==> images/final_congestion.png <==
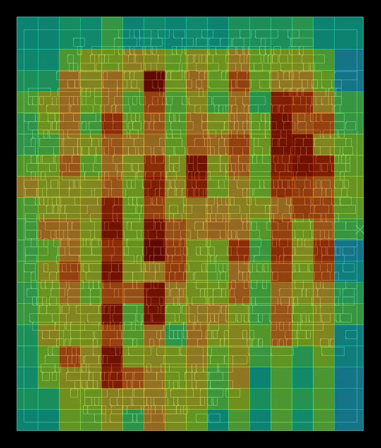
==> images/registers.png <==
Other sequential cells in the stronger gray, the rest of the logic in the fainter gray.
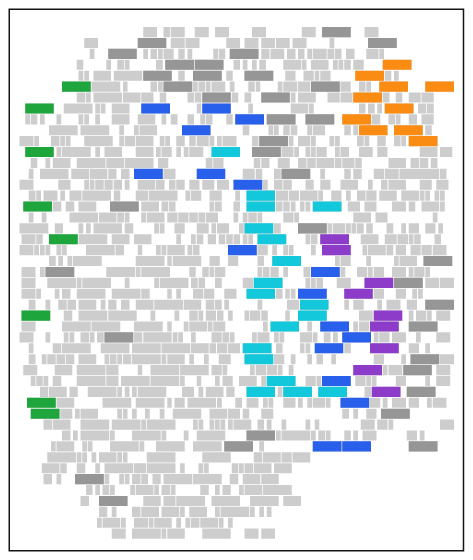
==> images/gate_families.png <==
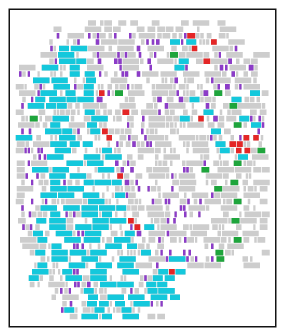
==> config.mk <==
export PLATFORM = sky130hd
export DESIGN_NAME = vec_magnitude_iter
export DESIGN_NICKNAME = d
export VERILOG_FILES = /design/src/rtl/vec_magnitude_iter_pkg.sv /design/src/rtl/vec_magnitude_iter_isqrt_serial.sv /design/src/rtl/vec_magnitude_iter.sv
export SDC_FILE = /design/constraint.sdc
export NUM_CORES = 1
export LEC_CHECK = 0
export CAP_MARGIN = 20
export CORE_ASPECT_RATIO = 1.2
export CORE_MARGIN = 2
export CORE_UTILIZATION = 55
export CTS_BUF_LIST = sky130_fd_sc_hd__clkbuf_4
export DETAILED_ROUTE_END_ITERATION = 8
export PLACE_DENSITY = 0.73
export SLEW_MARGIN = 20
export SYNTH_ARGS = -nofsm -noshare
export SYNTH_HDL_FRONTEND = slang
export SYNTH_SLANG_ARGS = --single-unit
==> constraint.sdc <==
create_clock -name clk -period 7.1 [get_ports clk]
set_input_delay 2.13 -clock clk [delete_from_list [all_inputs] [get_ports clk]]
set_output_delay 2.13 -clock clk [all_outputs]
set_load 0.01 [all_outputs]
==> summary.txt <==
Notes on the flow outputs.

- The fraction of final layout cells sized beyond drive strength 1 reads between 3 and 4%.
- The TritonCTS buffer count is 9.
- The insertion delay to the later sink of the worst-skew pair reads between 500 and 600 ps.
- The critical path in this run is classified as reg -> reg.
- The count of nets left with antenna violations once routing finished came out at 0.
- The depth of the worst register-to-register path is 16.
- The met1 routed wirelength after detailed routing reads a little over 7 mm.
- The buffer levels on the longest clock path is 2.
- According to the floorplan report, the placeable core area is roughly 14000 µm².
- The overall routing resource usage is between 20% and 30%.
- The maximum vdd ir drop is 78.08 µV.
- The final reports fail on design-rule violations.
- The run finished, with violations left.
- The die covers roughly 15000 µm².
- The number of storage elements in the synthesis netlist reads a little under 100.
- The sort of element at the end of the critical path is a flip-flop.
- The synthesized netlist contains 54 unique library cells.
- The DRC violations left is 1.
- The post-synthesis net count is 1081.
- The average via count per standard cell is around 5.5.
-- final_congestion.png (at the start) --
met3 routing resource usage after global routing: 3.052%
Most Used Layer, Global Route: met2

-- registers.png (at the start) --
legend:
  green:
    name_in_the_netlist: y_reg
    sequential_cells: 8
  purple:
    name_in_the_netlist: u_isqrt.root
    sequential_cells: 9
    where: east
  blue:
    name_in_the_netlist: sum_reg
    sequential_cells: 17
  cyan:
    name_in_the_netlist: u_isqrt.rad_reg
    sequential_cells: 18
    where: center
  orange:
    name_in_the_netlist: u_isqrt.rem
    sequential_cells: 10
    where: north-east
not colored: 36
final core occ: 60.67%
P_seq: 0.601 mW
fraction of area in registers: 23.30%
Flop area: 1962 µm²

-- gate_families.png (at the start) --
legend:
  purple:
    family: NAND gates
    cells: 158
    most_used: nand2_1
    where: widely spread
  green:
    family: multiplexers
    cells: 16
    most_used: mux2i_1
  cyan:
    family: adder and majority cells
    cells: 148
    most_used: fa_1
  red:
    family: AND-OR and OR-AND gates
    cells: 19
    most_used: a21o_1
most common library cell in the layout ignoring fill and taps: sky130_fd_sc_hd__nand2_1
final non-filler cell total: 1102

Power figures rest on the tool's default switching activity, not on a simulated workload.
